===== config.mk =====
export PLATFORM = sky130hd
export DESIGN_NAME = wb_chan_fanout
export DESIGN_NICKNAME = d
export VERILOG_FILES = /design/src/rtl/trigger_wb_pkg.sv /design/src/rtl/wb_resp_mux.sv /design/src/rtl/wb_chan_fanout.sv
export SDC_FILE = /design/constraint.sdc
export NUM_CORES = 1
export LEC_CHECK = 0
export CAP_MARGIN = 10
export CORE_AREA = 2 2 176 178
export CTS_BUF_LIST = sky130_fd_sc_hd__clkbuf_8
export DETAILED_ROUTE_END_ITERATION = 6
export DIE_AREA = 0 0 178 180
export GPL_TIMING_DRIVEN = 0
export HOLD_SLACK_MARGIN = 0.1
export PLACE_DENSITY = 0.63
export REMOVE_ABC_BUFFERS = 1
export SYNTH_ARGS = -nofsm -noshare
export SYNTH_HDL_FRONTEND = slang
export SYNTH_SLANG_ARGS = --single-unit

===== constraint.sdc =====
create_clock -name wb_clk_i -period 2.8 [get_ports wb_clk_i]
set_input_delay 0.28 -clock wb_clk_i [delete_from_list [all_inputs] [get_ports wb_clk_i]]
set_output_delay 0.28 -clock wb_clk_i [all_outputs]
set_load 0.05 [all_outputs]

===== src/rtl/trigger_wb_pkg.sv =====
`default_nettype none
// ============================================================================
// Module      : trigger_wb_pkg
// Description : Shared types and constants for the trigger-chain Wishbone
//               fan-out (FSM states, response kinds, channel address stride).
// Revision    : 1.0 - initial release
// ============================================================================
package trigger_wb_pkg;

    typedef enum logic [1:0] {
        IDLE = 2'd0,
        BUSY = 2'd1,
        RESP = 2'd2
    } state_t;

    typedef enum logic [1:0] {
        R_ACK = 2'd0,
        R_ERR = 2'd1,
        R_RTY = 2'd2
    } resp_t;

    // Address distance between consecutive channel register windows.
    localparam int CHAN_STRIDE = 'h400;

endpackage
`default_nettype wire


===== src/rtl/wb_resp_mux.sv =====
`default_nettype none
// ============================================================================
// Module      : wb_resp_mux
// Description : NCHAN-to-1 combinational selection of the downstream
//               ack/err/rty/data of the currently addressed channel.
// Revision    : 1.0 - initial release
// ============================================================================
module wb_resp_mux #(
    parameter int NCHAN     = 8,
    parameter int DAT_W     = 32,
    parameter int CHAN_BITS = 3
) (
    input  logic [CHAN_BITS-1:0]   i_ch,
    input  logic [NCHAN-1:0]       i_ack,
    input  logic [NCHAN-1:0]       i_err,
    input  logic [NCHAN-1:0]       i_rty,
    input  logic [NCHAN*DAT_W-1:0] i_dat,
    output logic                   o_ack,
    output logic                   o_err,
    output logic                   o_rty,
    output logic [DAT_W-1:0]       o_dat
);

    // An index outside 0..NCHAN-1 matches nothing and yields all zeros.
    always_comb begin
        o_ack = 1'b0;
        o_err = 1'b0;
        o_rty = 1'b0;
        o_dat = '0;
        for (int c = 0; c < NCHAN; c++) begin
            if (i_ch == CHAN_BITS'(c)) begin
                o_ack = i_ack[c];
                o_err = i_err[c];
                o_rty = i_rty[c];
                o_dat = i_dat[c*DAT_W +: DAT_W];
            end
        end
    end

endmodule
`default_nettype wire


===== src/rtl/wb_chan_fanout.sv =====
`default_nettype none
// ============================================================================
// Module      : wb_chan_fanout
// Description : Registered Wishbone fan-out to NCHAN trigger-chain channels,
//               one transaction at a time, with decode-error and timeout.
// Revision    : 1.0 - initial release
// ============================================================================
module wb_chan_fanout
    import trigger_wb_pkg::*;
#(
    parameter int NCHAN     = 8,
    parameter int ADR_W     = 22,
    parameter int DAT_W     = 32,
    parameter int CHAN_LSB  = 10,
    parameter int CHAN_BITS = 3,
    parameter int SUB_ADR_W = 8,
    parameter int TIMEOUT   = 255
) (
    input  logic                   wb_clk_i,
    input  logic                   wb_rst_i,
    input  logic                   wb_cyc_i,
    input  logic                   wb_stb_i,
    input  logic                   wb_we_i,
    input  logic [ADR_W-1:0]       wb_adr_i,
    input  logic [DAT_W-1:0]       wb_dat_i,
    input  logic [DAT_W/8-1:0]     wb_sel_i,
    output logic                   wb_ack_o,
    output logic                   wb_err_o,
    output logic                   wb_rty_o,
    output logic [DAT_W-1:0]       wb_dat_o,
    output logic [NCHAN-1:0]       m_cyc_o,
    output logic [NCHAN-1:0]       m_stb_o,
    output logic                   m_we_o,
    output logic [SUB_ADR_W-1:0]   m_adr_o,
    output logic [DAT_W-1:0]       m_dat_o,
    output logic [DAT_W/8-1:0]     m_sel_o,
    input  logic [NCHAN-1:0]       m_ack_i,
    input  logic [NCHAN-1:0]       m_err_i,
    input  logic [NCHAN-1:0]       m_rty_i,
    input  logic [NCHAN*DAT_W-1:0] m_dat_i,
    output logic [15:0]            err_cnt_o,
    output logic                   timeout_o
);

    localparam int                   c_sel_w   = DAT_W / 8;
    localparam int                   c_tmr_w   = (TIMEOUT < 2) ? 1 : $clog2(TIMEOUT + 1);
    localparam logic [CHAN_BITS:0]   c_nchan   = (CHAN_BITS + 1)'(NCHAN);
    localparam logic [c_tmr_w-1:0]   c_timeout = c_tmr_w'(TIMEOUT);

    state_t                 r_state;
    state_t                 w_state_nxt;
    logic [CHAN_BITS-1:0]   r_ch;
    logic [c_tmr_w-1:0]     r_timer;
    logic [c_tmr_w-1:0]     w_timer_nxt;
    logic                   r_we;
    logic [SUB_ADR_W-1:0]   r_adr;
    logic [DAT_W-1:0]       r_dat;
    logic [c_sel_w-1:0]     r_sel;
    logic [NCHAN-1:0]       r_mcyc;
    logic                   r_ack;
    logic                   r_err;
    logic                   r_rty;
    logic [DAT_W-1:0]       r_rdat;
    logic [15:0]            r_err_cnt;
    logic                   r_tmo;

    logic [CHAN_BITS-1:0]   w_ch_in;
    logic [CHAN_BITS-1:0]   w_ch_nxt;
    logic                   w_ch_bad;
    logic                   w_latch;
    logic                   w_enter_resp;
    resp_t                  w_resp;
    logic [DAT_W-1:0]       w_rdat;
    logic                   w_tmo;
    logic                   w_cnt_inc;
    logic [NCHAN-1:0]       w_mcyc_nxt;
    logic                   w_sel_ack;
    logic                   w_sel_err;
    logic                   w_sel_rty;
    logic [DAT_W-1:0]       w_sel_dat;
    logic                   w_unused_adr;

    assign w_ch_in      = wb_adr_i[CHAN_LSB +: CHAN_BITS];
    assign w_ch_bad     = {1'b0, w_ch_in} >= c_nchan;
    assign w_ch_nxt     = w_latch ? w_ch_in : r_ch;
    assign w_unused_adr = ^wb_adr_i;

    wb_resp_mux #(
        .NCHAN     (NCHAN),
        .DAT_W     (DAT_W),
        .CHAN_BITS (CHAN_BITS)
    ) u_resp_mux (
        .i_ch  (r_ch),
        .i_ack (m_ack_i),
        .i_err (m_err_i),
        .i_rty (m_rty_i),
        .i_dat (m_dat_i),
        .o_ack (w_sel_ack),
        .o_err (w_sel_err),
        .o_rty (w_sel_rty),
        .o_dat (w_sel_dat)
    );

    always_ff @(posedge wb_clk_i) begin
        if (wb_rst_i) begin
            r_state <= IDLE;
        end else begin
            r_state <= w_state_nxt;
        end
    end

    always_comb begin
        w_state_nxt  = r_state;
        w_timer_nxt  = r_timer;
        w_latch      = 1'b0;
        w_enter_resp = 1'b0;
        w_resp       = R_ACK;
        w_rdat       = '0;
        w_tmo        = 1'b0;
        w_cnt_inc    = 1'b0;
        case (r_state)
            IDLE: begin
                if (wb_cyc_i && wb_stb_i) begin
                    w_latch = 1'b1;
                    if (w_ch_bad) begin
                        w_resp       = R_ERR;
                        w_cnt_inc    = 1'b1;
                        w_enter_resp = 1'b1;
                        w_state_nxt  = RESP;
                    end else begin
                        w_timer_nxt = '0;
                        w_state_nxt = BUSY;
                    end
                end
            end
            BUSY: begin
                // A real response beats a timeout expiring in the same cycle.
                if (!wb_cyc_i) begin
                    w_state_nxt = IDLE;
                end else if (w_sel_err || w_sel_rty || w_sel_ack) begin
                    w_enter_resp = 1'b1;
                    w_state_nxt  = RESP;
                    if (w_sel_err) begin
                        w_resp = R_ERR;
                    end else if (w_sel_rty) begin
                        w_resp = R_RTY;
                    end else begin
                        w_resp = R_ACK;
                        w_rdat = w_sel_dat;
                    end
                end else if ((TIMEOUT != 0) && (r_timer == c_timeout)) begin
                    w_resp       = R_ERR;
                    w_tmo        = 1'b1;
                    w_cnt_inc    = 1'b1;
                    w_enter_resp = 1'b1;
                    w_state_nxt  = RESP;
                end else begin
                    w_timer_nxt = r_timer + 1'b1;
                end
            end
            RESP: begin
                w_state_nxt = IDLE;
            end
            default: begin
                w_state_nxt = IDLE;
            end
        endcase
    end

    generate
        for (genvar c = 0; c < NCHAN; c++) begin : g_chan_sel
            assign w_mcyc_nxt[c] = (w_state_nxt == BUSY) && (w_ch_nxt == CHAN_BITS'(c));
        end
    endgenerate

    always_ff @(posedge wb_clk_i) begin
        if (wb_rst_i) begin
            r_ch      <= '0;
            r_timer   <= '0;
            r_we      <= 1'b0;
            r_adr     <= '0;
            r_dat     <= '0;
            r_sel     <= '0;
            r_mcyc    <= '0;
            r_ack     <= 1'b0;
            r_err     <= 1'b0;
            r_rty     <= 1'b0;
            r_rdat    <= '0;
            r_err_cnt <= '0;
            r_tmo     <= 1'b0;
        end else begin
            r_timer <= w_timer_nxt;
            r_mcyc  <= w_mcyc_nxt;
            if (w_latch) begin
                r_ch  <= w_ch_in;
                r_we  <= wb_we_i;
                r_adr <= wb_adr_i[SUB_ADR_W-1:0];
                r_dat <= wb_dat_i;
                r_sel <= wb_sel_i;
            end
            r_ack  <= w_enter_resp && (w_resp == R_ACK);
            r_err  <= w_enter_resp && (w_resp == R_ERR);
            r_rty  <= w_enter_resp && (w_resp == R_RTY);
            r_rdat <= w_rdat;
            r_tmo  <= w_tmo;
            if (w_cnt_inc && (r_err_cnt != 16'hFFFF)) begin
                r_err_cnt <= r_err_cnt + 16'd1;
            end
        end
    end

    assign wb_ack_o  = r_ack;
    assign wb_err_o  = r_err;
    assign wb_rty_o  = r_rty;
    assign wb_dat_o  = r_rdat;
    assign m_cyc_o   = r_mcyc;
    assign m_stb_o   = r_mcyc;
    assign m_we_o    = r_we;
    assign m_adr_o   = r_adr;
    assign m_dat_o   = r_dat;
    assign m_sel_o   = r_sel;
    assign err_cnt_o = r_err_cnt;
    assign timeout_o = r_tmo;

endmodule
`default_nettype wire


Figure 1. M3 wires (run 1).
(1.5 px per um)
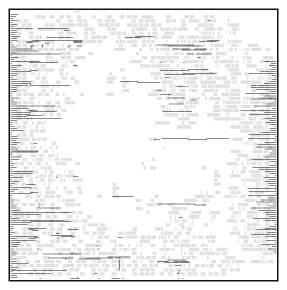
wire length on this layer: 2560 um
main direction: horizontal

Figure 2. Sequential cells grouped by signal name (run 1).
(1.5 px per um) Other sequential cells in the stronger gray, the rest of the logic in the fainter gray.
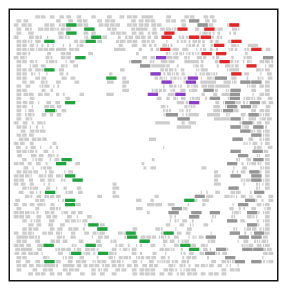
| color | netlist name | placed flops |
|---|---|---|
| red | err_cnt_o | 16 |
| green | wb_dat_o | 32 |
| purple | r_timer | 8 |
not colored: 62
Final Util: 40.81%
Seq/total area: 19.27%
register area: 0.002374 mm2
sequential cell power: 1.74 mW

Figure 3. Routing congestion (run 1).
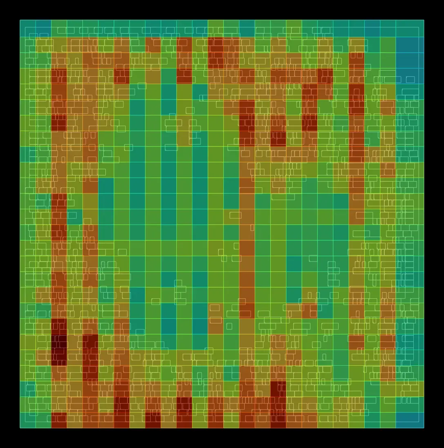
GR Util met3: 4.230%
global-route met1 utilization: 24.19%
WL/cell: 19.64 um
total track usage: 20.03%
busiest grt layer: met2

Figure 4. Clock distribution (run 1).
(2 px per um)
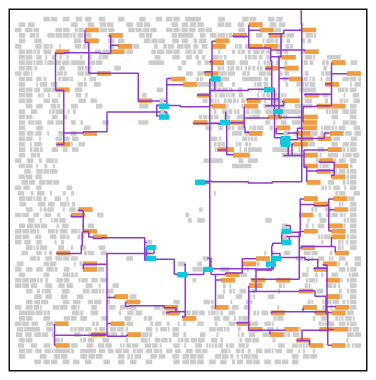
[orange] flip-flops | count: 118
[cyan] clock-net drivers | count: 17
[purple] clock wires | length: 2050 um
routed clock nets: 18
Clock Skew: 0.02306 ns
Clk power: 1.66 mW
power share of the clock group: 35.4%

==> run_results.csv, run 1 <==
group,metric,value,unit
clocking,cts_setup_buffers,11,
finish,comb_cells,666,
place,dp_cells,1638,
yosys,flop_cell,"dfxtp_1",
finish,comb_area,0.004224,mm2
yosys,ys_cells,873,
global_routing,grt_pass1_wl,48950,um
setup_path,r2r_start,"r_ch[2]$_SDFF_PP0_",
drt,dr_wl_met2,16410,um
finish,clock_cell_area_share,3.270,%
power,max-vdd-ir-drop,0.0002537,V
power,netSwitchingFraction,30.80,%
final_timing,setup_viol_count_final,0,
clocking,htree_levels,4,
finish,drive_above_1_share,9.845,%
final_timing,worst_slew_pin_slew,1.157,ns
setup_path,end_kind,"flip-flop",
power,p_comb_share,27.5,%
min_path,hp-class,"input pin to flip-flop",
yosys,synthTopCellsByArea,"dfxtp_1 (34%), a21oi_1 (8.6%), nand2_1 (7.8%)",
final_timing,final_max_slew_viol_count,0,
run,warnings,36,
yosys,aoi_share,24.57,%
final_timing,fin_crit,2.664,ns
setup_path,timing.rr.end,"err_cnt_o[0]$_SDFFE_PP0P_",
min_path,hold_path_end,"r_ch[2]$_SDFF_PP0_",
final_timing,timing.fmax,0.3754,GHz
drt,dr.first_iter.drc_count,387,
yosys,ys_area,0.006899,mm2
place,preCtsSetupSlack,-1.148,ns
power,p_per_area,381.3,mW/mm2
setup_path,crit_path_start,"r_ch[2]$_SDFF_PP0_",
finish,seq_cells,118,
min_path,hold_depth,2,
yosys,synth.distinct_cells,57,
clocking,numCtsBuffers,17,
run_status,outcome,"finished clean",
place,placement.io_buffers,444,
setup_path,worst-path-buf-inv,1,
clocking,hold_buffers,0,
clocking,cts_tree,"done",
yosys,syn_avg_cell_area,7.903,um2
finish,final_cell_mix,"clkdlybuf4s50_1 (443), nand2_1 (142), a21oi_1 (117)",
setup_path,path_class,"flip-flop to flip-flop",
clocking,post_cts_resized,8,
global_routing,antenna_found_initial,3,
final_timing,rsz0062_at_grt,"no",
==> run 1 -> run 2 <==
CTS_CLUSTER_DIAMETER = 30   (was unset)
Figure 5. Routing congestion (run 2).
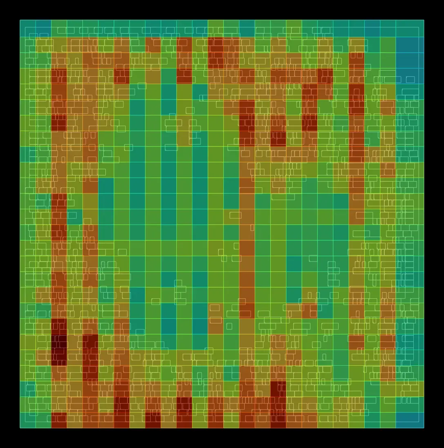
grt met2 use: 34.99%

==> run_results.csv, run 2 <==
group,metric,value,unit
setup_path,path_class,"flip-flop to flip-flop",
run,warnings,36,
power,netSwitchingFraction,30.80,%
yosys,syn_avg_cell_area,7.903,um2
setup_path,r2r_start,"r_ch[2]$_SDFF_PP0_",
setup_path,worst-path-buf-inv,1,
setup_path,end_kind,"flip-flop",
clocking,numCtsBuffers,17,
global_routing,top_usage_layer,"met2",
finish,final_util,40.81,%
drt,post_drt_wl_per_cell,19.64,um
global_routing,grt_pass1_wl,48950,um
finish,final_cell_mix,"clkdlybuf4s50_1 (443), nand2_1 (142), a21oi_1 (117)",
finish,drive_above_1_share,9.845,%
place,preCtsSetupSlack,-1.148,ns
finish,clock_cell_area_share,3.270,%
place,dp_cells,1638,
setup_path,crit_path_start,"r_ch[2]$_SDFF_PP0_",
drt,dr_wl_met2,16410,um
global_routing,grt_use_met3,4.230,%
final_timing,timing.fmax,0.3754,GHz
yosys,flop_cell,"dfxtp_1",
run_status,outcome,"finished clean",
clocking,post_cts_resized,8,
global_routing,met1_usage,24.19,%
yosys,ys_area,0.006899,mm2
power,pg_seq,1.74,mW
final_timing,setup_viol_count_final,0,
Figure 6. M3 wires (run 2).
(1.5 px per um)
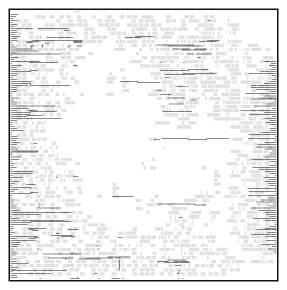
longest straight run: 40.2 um
nets with wire on the layer: 290

Figure 7. Sequential cells grouped by signal name (run 2).
(1.5 px per um) Other sequential cells in the stronger gray, the rest of the logic in the fainter gray.
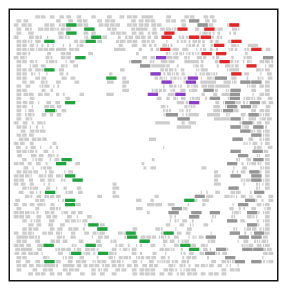

==> run 2 -> run 3 <==
SLEW_MARGIN = 20   (was unset)
Figure 8. Sequential cells grouped by signal name (run 3).
(1.5 px per um) Other sequential cells in the stronger gray, the rest of the logic in the fainter gray.
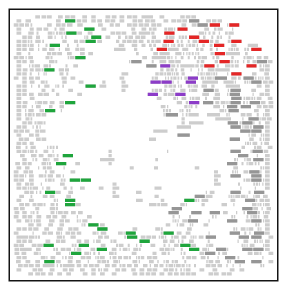
| color | netlist name | placed flops |
|---|---|---|
| purple | r_timer | 8 |
| red | err_cnt_o | 16 |
| green | wb_dat_o | 32 |

Figure 9. Signal wires by layer (run 3).
(1.5 px per um)
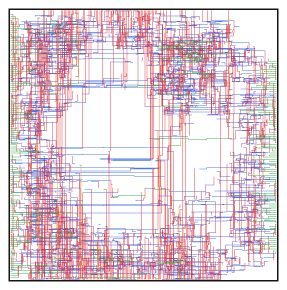
| color | layer | wire length |
|---|---|---|
| blue | M1 | 13900 um |
| green | M3 | 2480 um |
| red | M2 | 17000 um |
| orange | M4 | 792 um |

==> run_results.csv, run 3 <==
group,metric,value,unit
finish,comb_cells,667,
drt,dr_wl_met2,16960,um
final_timing,rsz0062_at_grt,"no",
drt,dr.first_iter.drc_count,447,
yosys,ys_area,0.006899,mm2
yosys,synthTopCellsByArea,"dfxtp_1 (34%), a21oi_1 (8.6%), nand2_1 (7.8%)",
power,p_per_area,379.8,mW/mm2
setup_path,path_class,"flip-flop to flip-flop",
clocking,hold_buffers,0,
finish,comb_area,0.004268,mm2
final_timing,fin_crit,2.681,ns
final_timing,clock_skew,0.02498,ns
clocking,post_cts_resized,5,
min_path,hp-class,"input pin to flip-flop",
power,pg_seq,1.74,mW
global_routing,met1_usage,24.79,%
clocking,numCtsBuffers,17,
run,warnings,36,
place,preCtsSetupSlack,-1.136,ns
place,placement.io_buffers,444,
min_path,hold_depth,2,
finish,final_cell_mix,"clkdlybuf4s50_1 (443), nand2_1 (142), a21oi_1 (118)",
global_routing,antenna_found_initial,3,
final_timing,final_max_slew_viol_count,0,
drt,post_drt_wl_per_cell,20.11,um
global_routing,top_usage_layer,"met2",
setup_path,end_kind,"flip-flop",
yosys,aoi_share,24.57,%
run_status,outcome,"finished clean",
finish,drive_above_1_share,10.49,%
finish,seq_cells,118,
yosys,ys_cells,873,
power,p_clk_share,35.2,%
clocking,cts_tree,"done",
Power and IR drop assume default switching activity.
